`src/rtl/jtkiwi_pkg.sv`:
```
// Shared constants for the Kiwi ROM arbiter: FSM encoding, requester indices
// and the round-robin pick helper.
package jtkiwi_pkg;

  typedef enum logic [1:0] {
    IDLE = 2'd0,
    BUSY = 2'd1,
    DONE = 2'd2
  } state_e;

  localparam logic TILE = 1'b0;
  localparam logic OBJ  = 1'b1;

  // With both requesting, prio names the winner; otherwise the lone requester wins.
  function automatic logic rr_pick(input logic prio, input logic t_req, input logic o_req);
    logic g;
    if (t_req && o_req) g = prio;
    else                g = o_req ? OBJ : TILE;
    return g;
  endfunction

endpackage

```
`src/rtl/jtkiwi_romarb_cache.sv`:
```
// One-entry read cache (address, data, valid) for a single ROM requester.
module jtkiwi_romarb_cache #(
  parameter int AW = 20,
  parameter int DW = 32
) (
  input  logic          clk,
  input  logic          rst_n,
  input  logic          wr_i,
  input  logic [AW-1:0] wr_addr_i,
  input  logic [DW-1:0] wr_data_i,
  input  logic [AW-1:0] rd_addr_i,
  output logic          hit_o,
  output logic [DW-1:0] data_o
);

  logic [AW-1:0] addr_q;
  logic [DW-1:0] data_q;
  logic          valid_q;

  always_ff @(posedge clk or negedge rst_n) begin
    if (!rst_n) begin
      addr_q  <= '0;
      data_q  <= '0;
      valid_q <= 1'b0;
    end else if (wr_i) begin
      addr_q  <= wr_addr_i;
      data_q  <= wr_data_i;
      valid_q <= 1'b1;
    end
  end

  assign hit_o  = valid_q && (addr_q == rd_addr_i);
  assign data_o = data_q;

endmodule

```
`src/rtl/jtkiwi_romarb.sv`:
```
// Two-requester (tile/object) round-robin arbiter onto one SDRAM ROM port.
// Optional per-requester one-entry cache when JTKIWI_ROMARB_CACHE_EN is defined.
module jtkiwi_romarb
  import jtkiwi_pkg::*;
#(
  parameter int AW = 20,
  parameter int DW = 32
) (
  input  logic          clk,
  input  logic          rst_n,
  input  logic          t_cs,
  input  logic [AW-1:0] t_addr,
  output logic [DW-1:0] t_data,
  output logic          t_ok,
  input  logic          o_cs,
  input  logic [AW-1:0] o_addr,
  output logic [DW-1:0] o_data,
  output logic          o_ok,
  output logic          rom_cs,
  output logic [AW-1:0] rom_addr,
  input  logic [DW-1:0] rom_data,
  input  logic          rom_ok
);

  state_e        state_q, state_d;
  logic          grant_q, grant_d;
  logic          prio_q, prio_d;
  logic          settle_q, settle_d;
  logic          abort_q, abort_d;
  logic          rom_cs_q, rom_cs_d;
  logic [AW-1:0] rom_addr_q, rom_addr_d;
  logic [DW-1:0] t_data_q, t_data_d, o_data_q, o_data_d;
  logic          t_ok_q, t_ok_d, o_ok_q, o_ok_d;

  logic          any_cs, pick, g_cs, drop, rom_done, pick_hit;
  logic [AW-1:0] pick_addr, g_addr;
  logic [DW-1:0] pick_cdata;

  assign any_cs    = t_cs | o_cs;
  assign pick      = rr_pick(prio_q, t_cs, o_cs);
  assign pick_addr = (pick == OBJ) ? o_addr : t_addr;
  assign g_cs      = (grant_q == OBJ) ? o_cs : t_cs;
  assign g_addr    = (grant_q == OBJ) ? o_addr : t_addr;
  // A granted requester that lets go or moves its address forfeits the result.
  assign drop      = !g_cs || (g_addr != rom_addr_q);
  assign rom_done  = (state_q == BUSY) && !settle_q && rom_ok;

`ifdef JTKIWI_ROMARB_CACHE_EN
  logic          t_hit, o_hit;
  logic [DW-1:0] t_cdata, o_cdata;

  jtkiwi_romarb_cache #(.AW(AW), .DW(DW)) u_t_cache (
    .clk       (clk),
    .rst_n     (rst_n),
    .wr_i      (rom_done && (grant_q == TILE)),
    .wr_addr_i (rom_addr_q),
    .wr_data_i (rom_data),
    .rd_addr_i (t_addr),
    .hit_o     (t_hit),
    .data_o    (t_cdata)
  );

  jtkiwi_romarb_cache #(.AW(AW), .DW(DW)) u_o_cache (
    .clk       (clk),
    .rst_n     (rst_n),
    .wr_i      (rom_done && (grant_q == OBJ)),
    .wr_addr_i (rom_addr_q),
    .wr_data_i (rom_data),
    .rd_addr_i (o_addr),
    .hit_o     (o_hit),
    .data_o    (o_cdata)
  );

  assign pick_hit   = (pick == OBJ) ? o_hit : t_hit;
  assign pick_cdata = (pick == OBJ) ? o_cdata : t_cdata;
`else
  assign pick_hit   = 1'b0;
  assign pick_cdata = '0;
`endif

  always_ff @(posedge clk or negedge rst_n) begin
    if (!rst_n) state_q <= IDLE;
    else        state_q <= state_d;
  end

  always_comb begin
    state_d = state_q;
    case (state_q)
      IDLE:    if (any_cs) state_d = pick_hit ? DONE : BUSY;
      BUSY:    if (rom_done) state_d = DONE;
      DONE:    state_d = IDLE;
      default: state_d = IDLE;
    endcase
  end

  always_comb begin
    grant_d    = grant_q;
    prio_d     = prio_q;
    settle_d   = settle_q;
    abort_d    = abort_q;
    rom_cs_d   = rom_cs_q;
    rom_addr_d = rom_addr_q;
    t_data_d   = t_data_q;
    o_data_d   = o_data_q;
    t_ok_d     = 1'b0;
    o_ok_d     = 1'b0;
    case (state_q)
      IDLE: begin
        if (any_cs) begin
          grant_d = pick;
          prio_d  = !pick;
          abort_d = 1'b0;
          if (pick_hit) begin
            if (pick == OBJ) begin
              o_data_d = pick_cdata;
              o_ok_d   = 1'b1;
            end else begin
              t_data_d = pick_cdata;
              t_ok_d   = 1'b1;
            end
          end else begin
            rom_cs_d   = 1'b1;
            rom_addr_d = pick_addr;
            settle_d   = 1'b1;
          end
        end
      end
      BUSY: begin
        // First BUSY cycle only settles: rom_ok may still reflect the old address.
        settle_d = 1'b0;
        abort_d  = abort_q | drop;
        if (rom_done) begin
          rom_cs_d = 1'b0;
          if (!(abort_q || drop)) begin
            if (grant_q == OBJ) begin
              o_data_d = rom_data;
              o_ok_d   = 1'b1;
            end else begin
              t_data_d = rom_data;
              t_ok_d   = 1'b1;
            end
          end
        end
      end
      default: begin
      end
    endcase
  end

  always_ff @(posedge clk or negedge rst_n) begin
    if (!rst_n) begin
      grant_q    <= TILE;
      prio_q     <= TILE;
      settle_q   <= 1'b0;
      abort_q    <= 1'b0;
      rom_cs_q   <= 1'b0;
      rom_addr_q <= '0;
      t_data_q   <= '0;
      o_data_q   <= '0;
      t_ok_q     <= 1'b0;
      o_ok_q     <= 1'b0;
    end else begin
      grant_q    <= grant_d;
      prio_q     <= prio_d;
      settle_q   <= settle_d;
      abort_q    <= abort_d;
      rom_cs_q   <= rom_cs_d;
      rom_addr_q <= rom_addr_d;
      t_data_q   <= t_data_d;
      o_data_q   <= o_data_d;
      t_ok_q     <= t_ok_d;
      o_ok_q     <= o_ok_d;
    end
  end

  assign rom_cs   = rom_cs_q;
  assign rom_addr = rom_addr_q;
  assign t_data   = t_data_q;
  assign o_data   = o_data_q;
  assign t_ok     = t_ok_q;
  assign o_ok     = o_ok_q;

endmodule

```
`config.mk`:
```
export PLATFORM = sky130hd
export DESIGN_NAME = jtkiwi_romarb
export DESIGN_NICKNAME = d
export VERILOG_FILES = /design/src/rtl/jtkiwi_pkg.sv /design/src/rtl/jtkiwi_romarb_cache.sv /design/src/rtl/jtkiwi_romarb.sv
export SDC_FILE = /design/constraint.sdc
export NUM_CORES = 1
export LEC_CHECK = 0
export ABC_AREA = 1
export CORE_UTILIZATION = 49
export DETAILED_ROUTE_END_ITERATION = 12
export MAX_ROUTING_LAYER = met4
export PLACE_DENSITY = 0.84
export SLEW_MARGIN = 15
export SYNTH_ARGS = -nofsm -noshare
export SYNTH_HDL_FRONTEND = slang
export SYNTH_SLANG_ARGS = --single-unit
```
`constraint.sdc`:
```
create_clock -name clk -period 5.1 [get_ports clk]
set_input_delay 0.51 -clock clk [delete_from_list [all_inputs] [get_ports clk]]
set_output_delay 0.51 -clock clk [all_outputs]
set_load 0.05 [all_outputs]
```
**Clock wiring as the flow saved it**

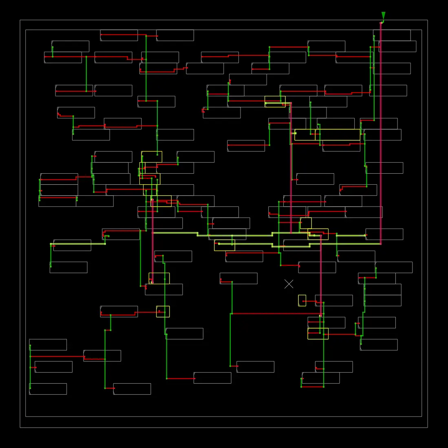
clk pwr: 491 uW
final worst clock skew: 0.0115 ns

**Signal wires on met4**

Supply wires on this layer in gray.
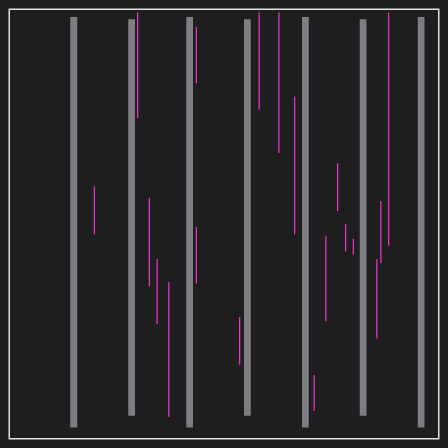
longest straight run	54.4 um
nets with wire on the layer	17

**Cells by drive strength**

The bar under the picture is 20 um long.
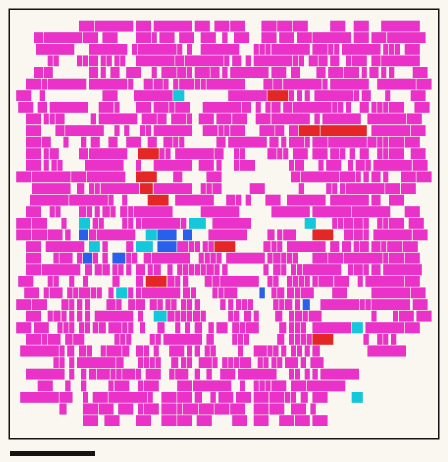
size	color	cells	share
x3 and x4	cyan	11	1.4%
x2	blue	8	1.1%
x6 and larger	red	11	1.4%
x1 and smaller	magenta	730	96%
setup ws final: 1.39 ns
Area growth, synth to finish: 38.2%

==> flow_metrics.tcl <==
# yosys + openroad results
set metrics [dict create \
    outcome "complete, but fails checks" \
    failed_checks "design-rule violations" \
    p_comb_share_pct 46.3 \
    ff2ff_setup_slack_ns 1.39 \
    wirelength_um 14100 \
    fp_util_pct 51.0 \
    max-slew-margin-rel_pct 25.0 \
    arrival_ns 4.00 \
    critPathRequiredTime_ns 5.39 \
    drtPass1Iterations 9 \
    drt-wirelength-per-cell_um 15.9 \
    cp_top_family "simple AND/OR/NAND/NOR gates" \
    power.clock.fraction_pct 17.9 \
    hold_violations 0 \
    finalSetupTns_ns 0 \
    syn_area_um2 4740 \
    ys_top_cells_by_count "262 x nand2_1, 93 x dfrtp_1, 67 x nand4_1" \
    drt-met1-wl_um 5770 \
    synth_top_area_share_pct 49.1 \
    htreeDepth 3 \
    drt_first_iter_violations 274 \
    yosys_warnings 0 \
    synth.area.top_cells "dfrtp_1 49%, nand2_1 21%, nand4_1 8.8%" \
    grt_pass1_vias 4695 \
    clockRootBuffer "clkbuf_8" \
    drc 1 \
    via_count 4902 \
    cts_buffer_depth 2 \
    clock_sinks 93 \
    power.leakage_uw 0.00335 \
    io_buffers 163 \
    grtUsageMet1_pct 36.5 \
    layout_min_cycle_time_ns 3.71 \
    flop_cell "dfrtp_1" \
]
==> through the flow <==
stage          utilization [%]  cells  power [uW]  instance area, um2  hold slack, ns
6_report                  70.5    889        2740                6550           0.115
5_1_grt                   70.5    889        2900                6550           0.146
4_1_cts                   70.5    889        2730                6550           0.126
3_5_place_dp              68.5    874        2240                6360           0.459
3_3_place_gp              68.5    874        2200                6360           0.453
2_1_floorplan                -    615        1840                4740           0.214
==> final timing paths <==
check                                        from                      end  depth (start not counted)
min                                         rst_n  rom_addr[8]$_DFFE_PN0P_                          1
max in group asynchronous                   rst_n    o_data[0]$_DFFE_PN0P_                          2
max                           grant_q$_DFFE_PN0P_    o_data[4]$_DFFE_PN0P_                         13
max reg2reg                   grant_q$_DFFE_PN0P_    o_data[4]$_DFFE_PN0P_                         13
min in group clk           t_data[16]$_DFFE_PN0P_   t_data[16]$_DFFE_PN0P_                          2
min reg2reg                t_data[16]$_DFFE_PN0P_   t_data[16]$_DFFE_PN0P_                          2
==> logic make-up after synthesis <==
kind of cell,Yosys count
AND-OR/OR-AND,26
buffers and inverters,97
flip-flops,93
AND/OR/NAND/NOR,399
==> final cells by class <==
cell class,instances,area [um2],area share [%]
clock buffers,10,128,1.95
clock inverters,5,60.1,0.917
inverters,58,218,3.33
multi-input cells,425,1980,30.2
flip-flops and latches,93,2330,35.6
well taps,129,161,2.47
repair buffers,169,1670,25.6
==> sequential cells by signal, indices dropped and copies added (netlist names) <==
signal	count
abort_q	1
o_data	32
settle_q	1
t_data	32
o_ok	1
grant_q	1
t_ok	1
rom_cs	1
prio_q	1
state_q	2
rom_addr	20
==> power by group through the flow <==
stage	Clock (uW)	Sequential, uW	Combinational (uW)
floorplan	0	1220	625
global placement	0	981	1220
detailed placement	0	990	1250
CTS	496	977	1250
global route	523	996	1380
finish	491	980	1270
No activity file was given, so power comes from the tool's default toggle rates.
